`src/rtl/npu_ahb_row_master.sv`:
```
// npu_ahb_row_master
// Collects a pixel byte stream into 32-bit words and writes each word to
// the NPU input memory window with single AHB-Lite NONSEQ transfers.
// After every ROW_BYTES bytes it writes 1 to the write_row control register.
// After NUM_ROWS rows, or on a bus error response, it pulses done.
//
// Ports:
//   clk, resetn          clock, asynchronous active-low reset
//   start                frame start pulse (only honoured in IDLE)
//   pix_valid/ready/data byte stream input (valid/ready handshake)
//   ahb_m0_*             AHB-Lite master (address/control/write data out,
//                        hready/hresp in)
//   busy                 frame in progress
//   done                 one-cycle end-of-frame pulse (also on error)
//   err                  sticky bus error, cleared by the next start
//   rows_sent            rows completed in the current frame
module npu_ahb_row_master #(
  parameter logic [31:0] BASE_ADDR   = 32'h4000_0000,
  parameter logic [31:0] MEM_OFFSET  = 32'h0000_0000,
  parameter logic [31:0] CTRL_OFFSET = 32'h0000_1000,
  parameter int unsigned ROW_BYTES   = 84,
  parameter int unsigned NUM_ROWS    = 28
) (
  input  logic        clk,
  input  logic        resetn,
  input  logic        start,
  input  logic        pix_valid,
  input  logic [7:0]  pix_data,
  output logic        pix_ready,
  output logic [31:0] ahb_m0_haddr_o,
  output logic        ahb_m0_hwrite_o,
  output logic [2:0]  ahb_m0_hsize_o,
  output logic [2:0]  ahb_m0_hburst_o,
  output logic [3:0]  ahb_m0_hprot_o,
  output logic [1:0]  ahb_m0_htrans_o,
  output logic        ahb_m0_hmastlock_o,
  output logic [31:0] ahb_m0_hwdata_o,
  input  logic        ahb_m0_hready_i,
  input  logic        ahb_m0_hresp_i,
  output logic        busy,
  output logic        done,
  output logic        err,
  output logic [4:0]  rows_sent
);

  typedef enum logic [2:0] {
    IDLE, COLLECT, ADDR, DATA, CMD_ADDR, CMD_DATA, DONE
  } state_e;

  localparam logic [11:0] ROW_BYTES_W = 12'(ROW_BYTES);
  localparam logic [4:0]  NUM_ROWS_W  = 5'(NUM_ROWS);
  localparam logic [1:0]  HTRANS_IDLE   = 2'b00;
  localparam logic [1:0]  HTRANS_NONSEQ = 2'b10;

  state_e      state_q, state_d;
  logic [11:0] byte_addr_q, byte_addr_d;
  logic [4:0]  rows_sent_q, rows_sent_d;
  logic        err_q, err_d;
  logic [31:0] word_q, word_d;
  logic [1:0]  pack_cnt_q, pack_cnt_d;
  logic [11:0] byte_addr_inc;
  logic [4:0]  rows_inc;

  assign byte_addr_inc = byte_addr_q + 12'd4;
  assign rows_inc      = rows_sent_q + 5'd1;

  assign ahb_m0_hwrite_o    = 1'b1;
  assign ahb_m0_hsize_o     = 3'b010;
  assign ahb_m0_hburst_o    = 3'b000;
  assign ahb_m0_hprot_o     = 4'b0011;
  assign ahb_m0_hmastlock_o = 1'b0;
  assign err                = err_q;
  assign rows_sent          = rows_sent_q;

  always_ff @(posedge clk or negedge resetn) begin
    if (!resetn) begin
      state_q     <= IDLE;
      byte_addr_q <= '0;
      rows_sent_q <= '0;
      err_q       <= 1'b0;
      word_q      <= '0;
      pack_cnt_q  <= '0;
    end else begin
      state_q     <= state_d;
      byte_addr_q <= byte_addr_d;
      rows_sent_q <= rows_sent_d;
      err_q       <= err_d;
      word_q      <= word_d;
      pack_cnt_q  <= pack_cnt_d;
    end
  end

  // Bus outputs are decoded from the state alone, so they are held stable
  // for as long as the FSM waits on hready.
  always_comb begin
    state_d         = state_q;
    byte_addr_d     = byte_addr_q;
    rows_sent_d     = rows_sent_q;
    err_d           = err_q;
    word_d          = word_q;
    pack_cnt_d      = pack_cnt_q;
    pix_ready       = 1'b0;
    ahb_m0_htrans_o = HTRANS_IDLE;
    ahb_m0_haddr_o  = '0;
    ahb_m0_hwdata_o = '0;
    busy            = 1'b1;
    done            = 1'b0;

    case (state_q)
      IDLE: begin
        busy = 1'b0;
        if (start) begin
          state_d     = COLLECT;
          byte_addr_d = '0;
          rows_sent_d = '0;
          err_d       = 1'b0;
          pack_cnt_d  = '0;
        end
      end
      COLLECT: begin
        pix_ready = 1'b1;
        if (pix_valid) begin
          word_d[{pack_cnt_q, 3'b000} +: 8] = pix_data;
          pack_cnt_d = pack_cnt_q + 2'd1;
          if (pack_cnt_q == 2'd3) state_d = ADDR;
        end
      end
      ADDR: begin
        ahb_m0_htrans_o = HTRANS_NONSEQ;
        ahb_m0_haddr_o  = BASE_ADDR + MEM_OFFSET + {20'd0, byte_addr_q};
        if (ahb_m0_hready_i) state_d = DATA;
      end
      DATA: begin
        ahb_m0_hwdata_o = word_q;
        if (ahb_m0_hready_i) begin
          if (ahb_m0_hresp_i) begin
            err_d   = 1'b1;
            state_d = DONE;
          end else begin
            byte_addr_d = byte_addr_inc;
            // byte_addr never wraps within a frame, so the row boundary is
            // simply the incremented address being a multiple of ROW_BYTES.
            state_d = ((byte_addr_inc % ROW_BYTES_W) == 12'd0) ? CMD_ADDR : COLLECT;
          end
        end
      end
      CMD_ADDR: begin
        ahb_m0_htrans_o = HTRANS_NONSEQ;
        ahb_m0_haddr_o  = BASE_ADDR + CTRL_OFFSET;
        if (ahb_m0_hready_i) state_d = CMD_DATA;
      end
      CMD_DATA: begin
        ahb_m0_hwdata_o = 32'h0000_0001;
        if (ahb_m0_hready_i) begin
          if (ahb_m0_hresp_i) begin
            err_d   = 1'b1;
            state_d = DONE;
          end else begin
            rows_sent_d = rows_inc;
            state_d     = (rows_inc == NUM_ROWS_W) ? DONE : COLLECT;
          end
        end
      end
      DONE: begin
        done    = 1'b1;
        state_d = IDLE;
      end
      default: state_d = IDLE;
    endcase
  end

endmodule
```
`config.mk`:
```
export PLATFORM = sky130hd
export DESIGN_NAME = npu_ahb_row_master
export DESIGN_NICKNAME = d
export VERILOG_FILES = /design/src/rtl/npu_ahb_row_master.sv
export SDC_FILE = /design/constraint.sdc
export NUM_CORES = 1
export LEC_CHECK = 0
export ABC_AREA = 1
export CAP_MARGIN = 10
export CORE_UTILIZATION = 30
export CTS_BUF_LIST = sky130_fd_sc_hd__clkbuf_8
export CTS_CLUSTER_DIAMETER = 200
export DETAILED_ROUTE_END_ITERATION = 10
export PLACE_DENSITY = 0.59
export SLEW_MARGIN = 20
export SYNTH_ARGS = -nofsm -noshare
export SYNTH_HDL_FRONTEND = slang
export SYNTH_SLANG_ARGS = --single-unit
```
`constraint.sdc`:
```
create_clock -name clk -period 12.6 [get_ports clk]
set_clock_uncertainty 0.15 [all_clocks]
set_input_delay 2.52 -clock clk [delete_from_list [all_inputs] [get_ports clk]]
set_output_delay 2.52 -clock clk [all_outputs]
set_load 0.05 [all_outputs]
```
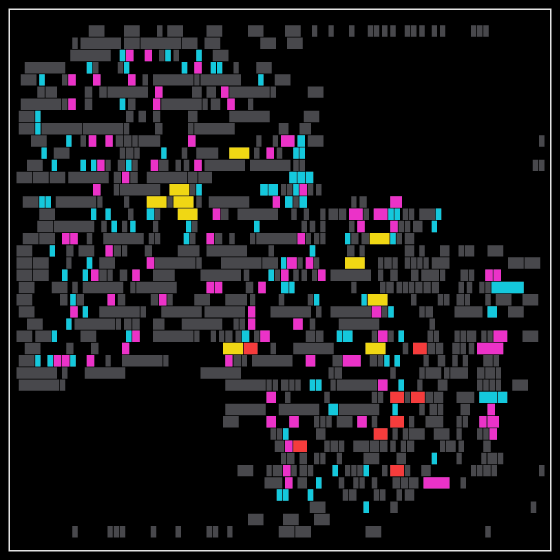
run_1/gates.png
color	family	cells
yellow	fa/ha/maj cells	10
cyan	nor cells	92
red	xor and xnor cells	8
magenta	aoi and oai cells	78

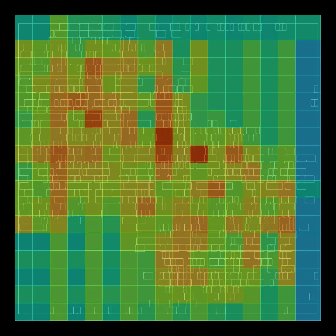
run_1/congestion_map.png
GRT met1 Usage: 19.69%
GR Util met2: 21.84%

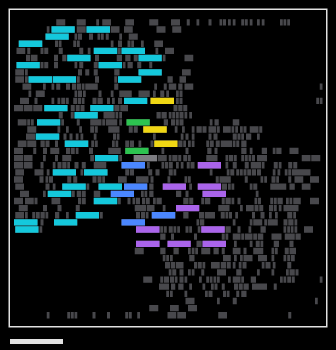
run_1/ff_map.png
Bar = 20 um.
color	signal	placed flops
yellow	state_q	3
blue	rows_sent	5
purple	byte_addr_q	10
green	pack_cnt_q	2
cyan	word_q	32
not colored	1
Sequential Power: 252 uW
sequential share of cell area: 26.48%
final core utilization: 37.23%

==> out/results.txt, run 1 <==
Number of global-route vias before repair = 3411
Detail Route met3 WL = 385 um
Leakage = 0.002481 uW
Clk pin slew, worst setup/hold paths = 110 ps
Max Fclk = 166.7 MHz
Pre-CTS WS = 6934 ps
Most instantiated logic cells after routing = 104 x nand2_1, 97 x inv_1, 75 x nor2_1
Post-CTS Hold Buffers = 0
CTS tree = yes
Wl on met1 = 5059 um
Placed Cells = 852
Clock share of power = 12.1%
Final setup viols = 0
CP Capture Type = output port
First-pass GRT wire length = 16280 um
I/O Pins = 101
Non-CTS inverters = 113
Worst setup startpoint = state_q[1]
Routed wire length = 9931 um
Nets@finish = 707
Core Area = 13450 sq um
Pwr top = combinational logic
Flop area = 1326 sq um
Iter 0 DRT Violations = 266
Pwr Density = 164.0 nW/um^2
DR vias/cell = 4.367
Data required time of the critical path = 9930 ps
Worst reg2reg startpoint = byte_addr_q[2]
M3 GR Usage = 1.934%
Yosys reg bits = 53
Avg Cell Area, Syn = 6.771 sq um
Top reg by flops = word_q
Chip Area, Yosys = 4198 sq um
Drt first pass iters = 4
NonClk Buf Share = 13.59%
Mi-comb count = 441
P&R area growth vs syn = 19.31%
Antenna violations before repair = 0
Synth logic family = simple AND/OR/NAND/NOR gates
Reg2Reg Depth = 43
Synthesized area = 4198 sq um
Number of port buffers = 67
Count of non-CTS buffers in the layout = 69
Dpl hpwl = 7565 um
XORs/XNORs by Area = 1.669%
Post-route clock period utilization = 47.61%
Deepest clock path buffer count = 2
CTS Buf Count = 5
Post-synth EDFFs = 0
Gr ovfl total = 0
Gr busiest metal = met2
Flop count = 53
Logic area = 2267 sq um
Netlist cell types = 38
Share of cells above drive strength 1 = 10.38%
Root Driver = clkbuf_8
Synth warn = 0
Clock buf/inv share = 1.799%
Biggest Area Class = combinational gates
Commonest cells post-synth = 104 x nand2_1, 97 x inv_1, 75 x nor2_1, 69 x nand3_1, 53 x dfrtp_1
Slew Viols, Final = 0
Crit-path slowest cell = clkdlybuf4s50_1
Die y size = 120.3 um
Flop pwr share = 30.7%
CP Launch Type = flop
Reg2reg end = state_q[0]
Logic share of the area = 45.27%
Comb power frac = 57.2%
Total track usage = 13.75%
Tool warning count = 33
Min-delay worst type = flop to flop
Top FF cell, synth = dfrtp_1
RSZ-0062 raised after global routing = no
Mux share = 0%
Post-Route Hold Slack = 345.5 ps
Layout Cells excl Fill = 860
Int Pwr = 389.3 uW
Arrival @ worst endpoint = 3330 ps
Relative max-transition margin = 34.13%
Synth area leaders = dfrtp_1 32%, nand2_1 9.3%, inv_1 8.7%
Slowest stage delay, CP = 870 ps
Buf/Inv on CP = 3
Width of the die = 120.3 um
Critical Path End = ahb_m0_hwdata_o[0]
Post_cts resized = 0
Setup ws final = 6601 ps
Hold path cells = 1
Vias = 3756
CTS Sinks = 53
Final instance area = 5009 sq um
Critical path peak fanout = 36
WHS Endpoint = rows_sent[4]
Area leader share = 31.59%
Die area = 14470 sq um
Yosys top cell by instances = nand2_1
Switching power = 432.1 uW
Largest net degree at the start of global routing = 54
Adder share = 2.981%
VDD IR max = 0.09088 mV
# diodes = 0
Tot Pwr = 821.4 uW
R2R setup slack = 7690 ps
WP depth = 5
Top sig layer = met4
Mapped Cells = 620
Max reg flops = 32
Yosys aoi share = 11.03%
Post-layout min period = 5999 ps
Comb pwr = 470 uW
Clock buffer count = 5
CP cell instances = inv_1, nor3_1, clkinv_1, o21ai_0, clkdlybuf4s50_1
Switching power share of the total = 52.61%
Post-synthesis async set-or-reset flop share = 100.0%
Postcts setup bufs = 0
Htree depth = 2
Post-synthesis simple-gate area fraction = 35.38%
Yosys top cell by area = dfrtp_1
Met2 wire len = 4403 um
Hold_sp = rows_sent[4]
N_taps = 176
Setup TNS = 0 ps
Status = finished clean
Filler Cell Count = 1508
Floorplan row count = 42
Crit path max-delay family = buffers and inverters
Critical path type = flop to output port
Max-cap viol count = 0
Final Hold Fails = 0
GPL Wtd Cong = 0.8075
==> run 1 -> run 2 <==
--- a/config.mk
+++ b/config.mk
@@ -11,7 +11,7 @@
 export CTS_BUF_LIST = sky130_fd_sc_hd__clkbuf_8
 export CTS_CLUSTER_DIAMETER = 200
 export DETAILED_ROUTE_END_ITERATION = 10
-export PLACE_DENSITY = 0.59
+export PLACE_DENSITY = 0.61
 export SLEW_MARGIN = 20
 export SYNTH_ARGS = -nofsm -noshare
 export SYNTH_HDL_FRONTEND = slang
==> constraint.sdc (replaced) <==
create_clock -name clk -period 5.06 [get_ports clk]
set_clock_uncertainty 0.15 [all_clocks]
set_input_delay 1.012 -clock clk [delete_from_list [all_inputs] [get_ports clk]]
set_output_delay 1.012 -clock clk [all_outputs]
set_load 0.05 [all_outputs]
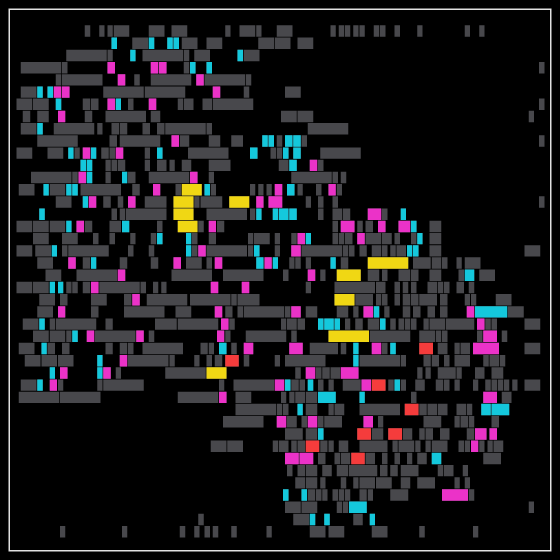
run_2/gates.png
color	family	cells
cyan	nor cells	92
yellow	fa/ha/maj cells	10
magenta	aoi and oai cells	78
red	xor and xnor cells	8

==> run 2 against run 1 <==
  * Non-clock buffer count increased by 19
  * Critical path depth increased by 36
  * Clock-buffer cell count is the same
  * Utilization is 2.2 points higher
  * Largest power group unchanged
==> out/results.txt, run 2 <==
Crit-path slowest cell = dfrtp_1
Slew Viols, Final = 0 (unchanged)
Placed Cells = 855 (+0.35%)
M3 GR Usage = 2.500% (+0.57 points)
Adder share = 2.981% (unchanged)
Share of cells above drive strength 1 = 16.64% (+6.3 points)
Pwr Density = 392.5 nW/um^2 (+140%)
Mapped Cells = 620 (unchanged)
Max reg flops = 32 (unchanged)
Tool warning count = 33 (unchanged)
Logic share of the area = 45.72% (+0.46 points)
Floorplan row count = 42 (unchanged)
Comb power frac = 58.6% (+1.4 points)
Number of port buffers = 67 (unchanged)
Nets@finish = 726 (+2.7%)
Relative max-transition margin = 40.36% (+6.2 points)
Iter 0 DRT Violations = 175 (-34%)
Non-CTS inverters = 113 (unchanged)
Worst reg2reg startpoint = byte_addr_q[3]
N_taps = 176 (unchanged)
Postcts setup bufs = 0 (unchanged)
Status = finished clean
Arrival @ worst endpoint = 4820 ps (+1490 ps)
Synthesized area = 4198 sq um (unchanged)
Netlist cell types = 38 (unchanged)
Slowest stage delay, CP = 440 ps (-430 ps)
VDD IR max = 0.2300 mV (+150%)
Vias = 3933 (+4.7%)
Top FF cell, synth = dfrtp_1
Biggest Area Class = combinational gates
Flop area = 1326 sq um (unchanged)
Drt first pass iters = 4 (unchanged)
Max Fclk = 209.7 MHz
Yosys aoi share = 11.03% (unchanged)
Wl on met1 = 5089 um (+0.59%)
GR Util met2 = 24.07% (+2.2 points)
CP Capture Type = flop
Number of global-route vias before repair = 3574 (+4.8%)
Switching power share of the total = 52.34% (-0.27 points)
Final setup viols = 0 (unchanged)
First-pass GRT wire length = 16830 um (+3.3%)
Filler Cell Count = 1487 (-1.4%)
Root Driver = clkbuf_8
# diodes = 0 (unchanged)
Die area = 14470 sq um (unchanged)
Chip Area, Yosys = 4198 sq um (unchanged)
Hold_sp = rows_sent[4]
GPL Wtd Cong = 0.8370 (+3.7%)
WHS Endpoint = rows_sent[4]
Area leader share = 31.59% (unchanged)
Total track usage = 14.12% (+0.37 points)
Pre-CTS WS = 395.9 ps (-6539 ps)
Routed wire length = 10520 um (+5.9%)
Critical path peak fanout = 7 (-81%)
CTS tree = yes
NonClk Buf Share = 15.58% (+2.0 points)
Clk pin slew, worst setup/hold paths = 100 ps (about the same)
Critical path type = flop to flop
DR vias/cell = 4.474 (+2.4%)
Antenna violations before repair = 0 (unchanged)
Final core utilization = 39.46% (+2.2 points)
Post-synth EDFFs = 0 (unchanged)
Final instance area = 5309 sq um (+6.0%)
Mi-comb count = 441 (unchanged)
Data required time of the critical path = 5110 ps (-4820 ps)
Int Pwr = 993.0 uW (+160%)
Detail Route met3 WL = 423 um (+9.9%)
CTS Buf Count = 5 (unchanged)
Yosys top cell by instances = nand2_1
P&R area growth vs syn = 26.47%
Die y size = 120.3 um (unchanged)
Setup ws final = 290.5 ps (-6311 ps)
Mux share = 0% (unchanged)
Commonest cells post-synth = 104 x nand2_1, 97 x inv_1, 75 x nor2_1, 69 x nand3_1, 53 x dfrtp_1
Avg Cell Area, Syn = 6.771 sq um (unchanged)
Reg2Reg Depth = 41 (-4.7%)
Count of non-CTS buffers in the layout = 88 (+28%)
Sequential share of cell area = 24.98% (-1.5 points)
Largest net degree at the start of global routing = 54 (unchanged)
Most instantiated logic cells after routing = 97 x inv_1, 90 x nand2_1, 73 x nor2_1
GRT met1 Usage = 18.93% (-0.76 points)
Layout Cells excl Fill = 879 (+2.2%)
Logic area = 2427 sq um (+7.1%)
Gr ovfl total = 0 (unchanged)
Yosys reg bits = 53 (unchanged)
Synth area leaders = dfrtp_1 32%, nand2_1 9.3%, inv_1 8.7%
Clock buffer count = 5 (unchanged)
Yosys top cell by area = dfrtp_1
Post-synthesis async set-or-reset flop share = 100.0% (unchanged)
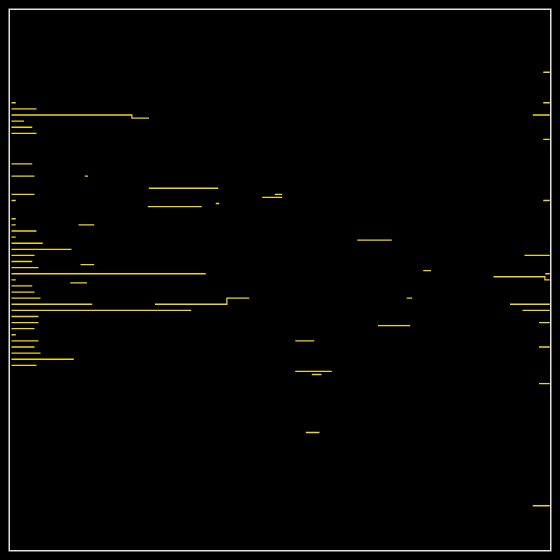
run_2/m3.png
main direction	horizontal
share of all routed wire	4.0%

Power and IR drop assume default switching activity.
